Metal 1:
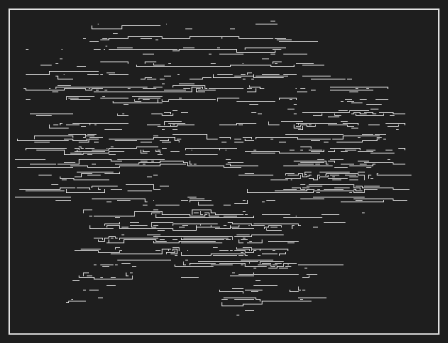
Cells by drive strength:
Scale bar: 20 um.
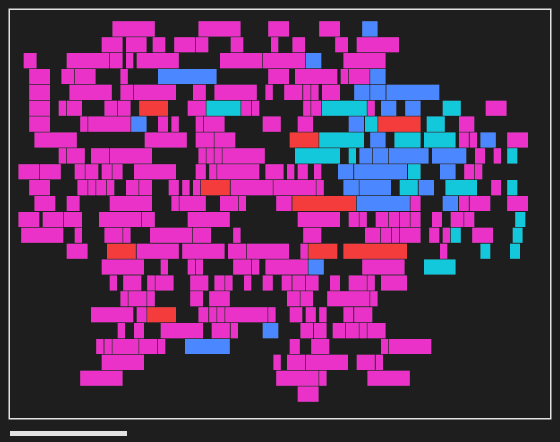
Signal wires by layer:
Only two layers are drawn.
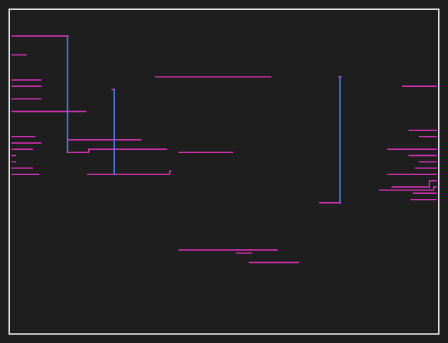
Signal wires on met2:
Cells faint in the background.
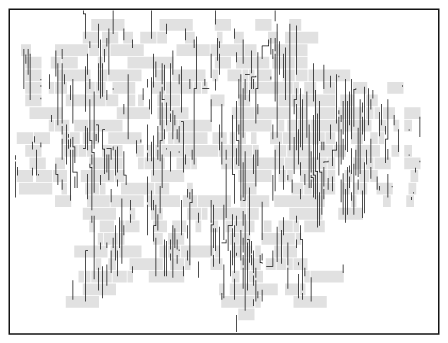
[src/rtl/gray_ctrl_pkg.sv]
// Shared types and constants for the gray_ctrl block: FSM state encoding,
// active-low seven-segment patterns ({g,f,e,d,c,b,a}) and the digit encoder.
package gray_ctrl_pkg;

  typedef enum logic [1:0] {
    IDLE    = 2'd0,
    STABLE  = 2'd1,
    CONVERT = 2'd2,
    HOLD    = 2'd3
  } state_t;

  localparam logic [6:0] SEG_BLANK = 7'b1111111;
  localparam logic [6:0] SEG_0     = 7'b1000000;
  localparam logic [6:0] SEG_1     = 7'b1111001;
  localparam logic [6:0] SEG_2     = 7'b0100100;
  localparam logic [6:0] SEG_3     = 7'b0110000;
  localparam logic [6:0] SEG_4     = 7'b0011001;
  localparam logic [6:0] SEG_5     = 7'b0010010;
  localparam logic [6:0] SEG_6     = 7'b0000010;
  localparam logic [6:0] SEG_7     = 7'b1111000;
  localparam logic [6:0] SEG_8     = 7'b0000000;
  localparam logic [6:0] SEG_9     = 7'b0010000;

  // Decimal digit to active-low segment pattern; anything above 9 is blank.
  function automatic logic [6:0] seg7_encode(input logic [3:0] digit);
    logic [6:0] pattern;
    case (digit)
      4'd0:    pattern = SEG_0;
      4'd1:    pattern = SEG_1;
      4'd2:    pattern = SEG_2;
      4'd3:    pattern = SEG_3;
      4'd4:    pattern = SEG_4;
      4'd5:    pattern = SEG_5;
      4'd6:    pattern = SEG_6;
      4'd7:    pattern = SEG_7;
      4'd8:    pattern = SEG_8;
      4'd9:    pattern = SEG_9;
      default: pattern = SEG_BLANK;
    endcase
    return pattern;
  endfunction

endpackage

[src/rtl/gray.sv]
// 4-bit gray-to-binary converter (purely combinational).
// The MSB passes through; each lower binary bit is the XOR of the binary bit
// above it and the gray bit at the same position.
module gray (
  input  logic [3:0] gray_code,
  output logic [3:0] bin_code
);

  // Ripple the XOR chain down from the MSB.
  always_comb begin
    bin_code[3] = gray_code[3];
    bin_code[2] = bin_code[3] ^ gray_code[2];
    bin_code[1] = bin_code[2] ^ gray_code[1];
    bin_code[0] = bin_code[1] ^ gray_code[0];
  end

endmodule

[src/rtl/gray_ctrl.sv]
// gray_ctrl: synchronizes a 4-bit gray-coded switch input, accepts a new code
// once it differs from the last accepted one, converts it to binary and shows
// the value (0..15) on a two-digit multiplexed seven-segment display.
//
// Build option: define GRAY_CTRL_DEBOUNCE_EN to require DEBOUNCE_CYCLES
// consecutive identical samples before a code is accepted. Without it, any
// change of the synchronized input is converted immediately and the STABLE
// state is never entered.
//
// Handshake: out_valid is a single-cycle strobe (no ready) asserted in the
// cycle bin_out first shows the newly converted value; conv_count has already
// advanced in that same cycle.
module gray_ctrl
  import gray_ctrl_pkg::*;
#(
  parameter int DEBOUNCE_CYCLES = 4,
  parameter int REFRESH_CYCLES  = 8
) (
  input  logic       clk,
  input  logic       rst,
  input  logic [3:0] gray_in,
  output logic [3:0] bin_out,
  output logic       out_valid,
  output logic       busy,
  output logic [7:0] conv_count,
  output logic [6:0] seg,
  output logic [1:0] an,
  output logic [1:0] dbg_state
);

  // Parameter range guards, evaluated at elaboration.
  if (DEBOUNCE_CYCLES < 1 || DEBOUNCE_CYCLES > 255) begin : g_bad_debounce
    $error("gray_ctrl: DEBOUNCE_CYCLES out of range 1..255");
  end
  if (REFRESH_CYCLES < 2 || REFRESH_CYCLES > 65535) begin : g_bad_refresh
    $error("gray_ctrl: REFRESH_CYCLES out of range 2..65535");
  end

  localparam logic [15:0] REFRESH_LAST = 16'(REFRESH_CYCLES - 1);

  state_t      state;
  state_t      state_n;
  logic [3:0]  sync_q1;
  logic [3:0]  sync;
  logic [3:0]  last_code;
  logic [3:0]  candidate;
  logic [3:0]  conv_bin;
  logic        cand_load;
  logic        conv_en;
  logic [15:0] refresh_cnt;
  logic        digit_sel;
  logic [3:0]  units;
  logic        tens_on;

`ifdef GRAY_CTRL_DEBOUNCE_EN
  localparam logic [7:0] DEB_TARGET = 8'(DEBOUNCE_CYCLES);
  logic [7:0] deb_cnt;
  logic       deb_load;
  logic       deb_inc;
`endif

  // Two-flop synchronizer for the asynchronous switch input.
  always_ff @(posedge clk) begin
    if (rst) begin
      sync_q1 <= 4'd0;
      sync    <= 4'd0;
    end else begin
      sync_q1 <= gray_in;
      sync    <= sync_q1;
    end
  end

  // FSM state register.
  always_ff @(posedge clk) begin
    if (rst) state <= IDLE;
    else     state <= state_n;
  end

  // Next-state logic and datapath strobes.
  always_comb begin
    state_n   = state;
    cand_load = 1'b0;
    conv_en   = 1'b0;
`ifdef GRAY_CTRL_DEBOUNCE_EN
    deb_load  = 1'b0;
    deb_inc   = 1'b0;
`endif
    case (state)
      IDLE: begin
        if (sync != last_code) begin
          cand_load = 1'b1;
`ifdef GRAY_CTRL_DEBOUNCE_EN
          deb_load  = 1'b1;
          state_n   = STABLE;
`else
          state_n   = CONVERT;
`endif
        end
      end
      STABLE: begin
`ifdef GRAY_CTRL_DEBOUNCE_EN
        // Returning to the accepted code cancels; a different code restarts
        // the count; a full run of matching samples triggers conversion.
        if (sync == last_code) begin
          state_n = IDLE;
        end else if (sync != candidate) begin
          cand_load = 1'b1;
          deb_load  = 1'b1;
        end else if (deb_cnt >= DEB_TARGET) begin
          state_n = CONVERT;
        end else begin
          deb_inc = 1'b1;
        end
`else
        state_n = IDLE;
`endif
      end
      CONVERT: begin
        conv_en = 1'b1;
        state_n = HOLD;
      end
      HOLD: begin
        state_n = IDLE;
      end
      default: state_n = IDLE;
    endcase
  end

  // Candidate capture, conversion result, accepted-code reference, counter.
  always_ff @(posedge clk) begin
    if (rst) begin
      candidate  <= 4'd0;
      last_code  <= 4'd0;
      bin_out    <= 4'd0;
      conv_count <= 8'd0;
    end else begin
      if (cand_load) candidate <= sync;
      if (conv_en) begin
        bin_out    <= conv_bin;
        last_code  <= candidate;
        conv_count <= conv_count + 8'd1;
      end
    end
  end

`ifdef GRAY_CTRL_DEBOUNCE_EN
  // Debounce counter: loaded to 1 on a new candidate, bumped per match.
  always_ff @(posedge clk) begin
    if (rst)          deb_cnt <= 8'd0;
    else if (deb_load) deb_cnt <= 8'd1;
    else if (deb_inc)  deb_cnt <= deb_cnt + 8'd1;
  end
`endif

  gray u_gray (
    .gray_code (candidate),
    .bin_code  (conv_bin)
  );

  // Display refresh: flip the digit select every REFRESH_CYCLES cycles.
  always_ff @(posedge clk) begin
    if (rst) begin
      refresh_cnt <= 16'd0;
      digit_sel   <= 1'b0;
    end else if (refresh_cnt == REFRESH_LAST) begin
      refresh_cnt <= 16'd0;
      digit_sel   <= ~digit_sel;
    end else begin
      refresh_cnt <= refresh_cnt + 16'd1;
    end
  end

  // Status outputs and the combinational digit/segment decode.
  always_comb begin
    out_valid = (state == HOLD);
    busy      = (state != IDLE);
    dbg_state = state;
    tens_on   = (bin_out >= 4'd10);
    units     = tens_on ? (bin_out - 4'd10) : bin_out;
    an        = digit_sel ? 2'b01 : 2'b10;
    if (digit_sel) seg = tens_on ? SEG_1 : SEG_BLANK;
    else           seg = seg7_encode(units);
  end

endmodule

[config.mk]
export PLATFORM = sky130hd
export DESIGN_NAME = gray_ctrl
export DESIGN_NICKNAME = d
export VERILOG_FILES = /design/src/rtl/gray_ctrl_pkg.sv /design/src/rtl/gray.sv /design/src/rtl/gray_ctrl.sv
export SDC_FILE = /design/constraint.sdc
export NUM_CORES = 1
export LEC_CHECK = 0
export ABC_CLOCK_PERIOD_IN_PS = 2100
export CORE_ASPECT_RATIO = 0.75
export CORE_UTILIZATION = 35
export DETAILED_ROUTE_END_ITERATION = 16
export HOLD_SLACK_MARGIN = 0.08
export PLACE_DENSITY_LB_ADDON = 0.3
export SLEW_MARGIN = 15
export SYNTH_ARGS = -nofsm -noshare
export SYNTH_HDL_FRONTEND = slang
export SYNTH_SLANG_ARGS = --single-unit
[constraint.sdc]
create_clock -name clk -period 2.1 [get_ports clk]
set_input_delay 0.42 -clock clk [delete_from_list [all_inputs] [get_ports clk]]
set_output_delay 0.42 -clock clk [all_outputs]
set_load 0.01 [all_outputs]
==> run summary <==
Status -> finished with violations
Failing checks -> negative setup slack
Nets -> 305
Htree depth -> 2
Post-synthesis cell count -> 248
Synth cell types -> 35
Core ar. -> 5860 um2
CTS Hold Bufs -> 0
Synth Cell Area -> 2150 um2
Antenna violations before repair -> 0
PD cells -> 723 nW/um2
Ys Warns -> 0
DIE WIDTH -> 92.5 um
HP Class -> register to register
Final count of hold timing violations -> 0
Pre-Repair DR Iteration Count -> 4
Crit path time final -> 2.17 ns
Required time worst endpoint -> 1.68 ns
Seq pwr share -> 44.9%
Input/output buffers -> 30
Pin count of the biggest net entering global routing -> 31
WS Path Type -> register to output port
CP Launch Type -> register
DR vias -> 1,791
Syn Nets -> 260
P_sw -> 491 uW
CTS resizes -> 55
Clock Path Buffers -> 2
Max-cap violations -> 0
Leak -> 1.08 nW
CTS tree -> built
Detailed Route Iter0 Violations -> 80
Init Core Util -> 36.7%
Switching Share -> 23.8%
Clock power frac -> 38.6%
Die ar. -> 6460 um2
Internal reg-to-reg setup slack -> 0.33 ns
Power Total -> 2.07 mW
Most frequent logic cell in the layout -> dfxtp_1
Post-Syn Area per Cell -> 8.67 um2
Ports -> 31
# Post-CTS Setup Buffers -> 4
TritonCTS buffer count -> 5
Synth Area in XOR/XNOR -> 11.8%
Post-detail-place hpwl -> 3090 um
Slew Limit Headroom -> 67.8%
Gr ovfl total -> 0
Vias in the first global route -> 1,618
Top logic family -> simple AND/OR/NAND/NOR gates
Yosys Chip Area -> 2150 um2
Routed WL -> 4520 um
Num Clock Sinks -> 46
Area grow syn2layout -> 33.1%
CP arrival -> 1.75 ns
Final ANT Viol Nets -> 0
Fmax -> 462 MHz
Wire per inst -> 12.1 um
Mux share -> 2.85%
Yosys simple share -> 24.2%
RD Place Congestion -> 0.768
Sequential area share after synthesis -> 42.8%
Post-layout period usage of the worst path -> 103%
Share of cells above drive strength 1 -> 19.7%
Slew Limit Fails -> 0
Crit-path max FO -> 2
Crit path capture type -> output port
Die Y -> 69.9 um
Worst IR Drop VDD -> 0.408 mV
Drt via density -> 4.81
Worst Skew -> 0.00790 ns
Yosys aoi share -> 10.0%
Slew @ Worst Pin -> 0.482 ns
Logic pwr share -> 16.5%
Number of fill cells -> 577
RSZ-0062 raised after global routing -> true
Most numerous logic cells after layout -> dfxtp_1, nor2_1, clkdlybuf4s50_1, nand2_1
Log Warnings -> 30
Antenna cells -> 0
Number of remaining DRC errors -> 0
Clk slew on worst S/H paths -> 0.09 ns
Adder share -> 3.49%
Final setup violation count -> 5
Synth Register Bits -> 46
Std-Cell Rows -> 24
Internal power -> 1.58 mW
Final setup margin -> -0.0662 ns
Root Buffer -> clkbuf_8
Total track usage -> 14.4%
Global-route wire length before repair -> 7470 um
Clock Latency Late Sink -> 0.29 ns
Yosys cell count -> 248
Fin util -> 48.9%
Notes on 'metal 1' above:
main direction: horizontal
nets with wire on the layer: 274

Notes on 'cells by drive strength' above:
[_3 and _4 cells] blue | cells: 28 | share: 9.5%
[_0 and _1 cells] magenta | cells: 236 | share: 80%
[_6 and larger] red | cells: 9 | share: 3.1%
[_2 cells] cyan | cells: 21 | share: 7.1%

Notes on 'signal wires by layer' above:
[metal 3] magenta | wire length: 294 um
[metal 4] blue | wire length: 70.7 um

Notes on 'signal wires on met2' above:
nets with wire on the layer: 240
longest straight run: 27.2 um

-- layer usage --
metal  global-route usage, %  share of wire [%]
met5                       0                  0
met2                    20.8                 43
met3                    4.03                6.5
met4                    5.38                1.5
met1                    20.3                 49
-- power groups by stage --
stage                     Sequential [mW]  Combinational (mW)  Clock [mW]
after floorplan                     0.954               0.168           0
after global placement              0.947               0.316           0
after detailed placement            0.949               0.320           0
after CTS                           0.929               0.335       0.817
after global routing                0.934               0.370       0.856
final                               0.929               0.341       0.798
-- worst max-delay path, cell delays in order, from the launching register on --
cell and delay, ns:
dfxtp_2 0.33, inv_2 0.08, mux2_4 0.33, inv_4 0.07, ha_4 0.12, a21oi_2 0.05, a311oi_2 0.19, o21ai_1 0.08
o21ai_1 0.08, buf_2 0.14
-- metrics by stage --
stage / setup WS (ns) / hold slack (ns) / cell area [um2] / cells / setup TNS (ns)
after CTS: -0.162 / 0.451 / 2840 / 372 / -0.217
final: -0.0662 / 0.448 / 2860 / 372 / -0.165
after global routing: -0.156 / 0.467 / 2860 / 372 / -0.784
after global placement: -0.256 / 0.418 / 2610 / 360 / -1.21
after detailed placement: -0.346 / 0.429 / 2610 / 360 / -1.53
after floorplan: 0.0722 / 0.414 / 2150 / 248 / 0
-- sequential cells by signal (all words and copies together) (netlist names) --
signal	cells
refresh_cnt	16
conv_count	8
last_code	3
bin_out	4
digit_sel	1
candidate	4
dbg_state	2
sync	4
sync_q1	4
-- path summary, 6_finish.rpt --
kind                                      from              to  depth (start not counted)
worst max-delay path                bin_out[1]          seg[2]                          9
worst min-delay path                sync_q1[0]         sync[0]                          1
worst max register to register  refresh_cnt[0]  refresh_cnt[4]                          6
worst min register to register      sync_q1[0]         sync[0]                          1
-- cells in the mapped netlist, drive strengths merged --
| library cell | number | share of area, % |
|---|---|---|
| mux2 | 1 | 0.52 |
| mux2i | 5 | 2.3 |
| o2bb2ai | 1 | 0.41 |
| o41ai | 1 | 1.3 |
| nand2b | 2 | 0.58 |
| and2 | 1 | 0.29 |
| nor3b | 2 | 0.70 |
| inv | 11 | 1.9 |
| nand3 | 7 | 1.6 |
| nor4bb | 1 | 0.47 |
| a311oi | 2 | 0.82 |
| a211oi | 3 | 1.0 |
| or3 | 1 | 0.29 |
| nor2b | 10 | 2.9 |
| dfxtp | 46 | 43 |
| nor4 | 7 | 2.0 |
| clkbuf | 4 | 0.70 |
| nand2 | 23 | 4.0 |
| o21a | 1 | 0.35 |
| a21oi | 12 | 3.0 |
| nand4 | 7 | 2.7 |
| xor2 | 9 | 4.0 |
| xnor2 | 19 | 7.7 |
| a22oi | 1 | 0.35 |
| o21ai | 12 | 2.8 |
| buf | 8 | 2.2 |
| and3 | 2 | 0.58 |
| nor2 | 35 | 6.1 |
| nor3 | 8 | 1.9 |
| ha | 6 | 3.5 |
-- cell type report --
cell class	instances	area [um2]	area share, %
multi-input combinational	179	1220	42.8
sequential	46	925	32.3
clock inverter	2	60.1	2.10
tap	78	97.6	3.41
inverter	11	43.8	1.53
timing repair buffer	50	428	15.0
clock buffer	6	82.6	2.89
No activity file was given, so power comes from the tool's default toggle rates.
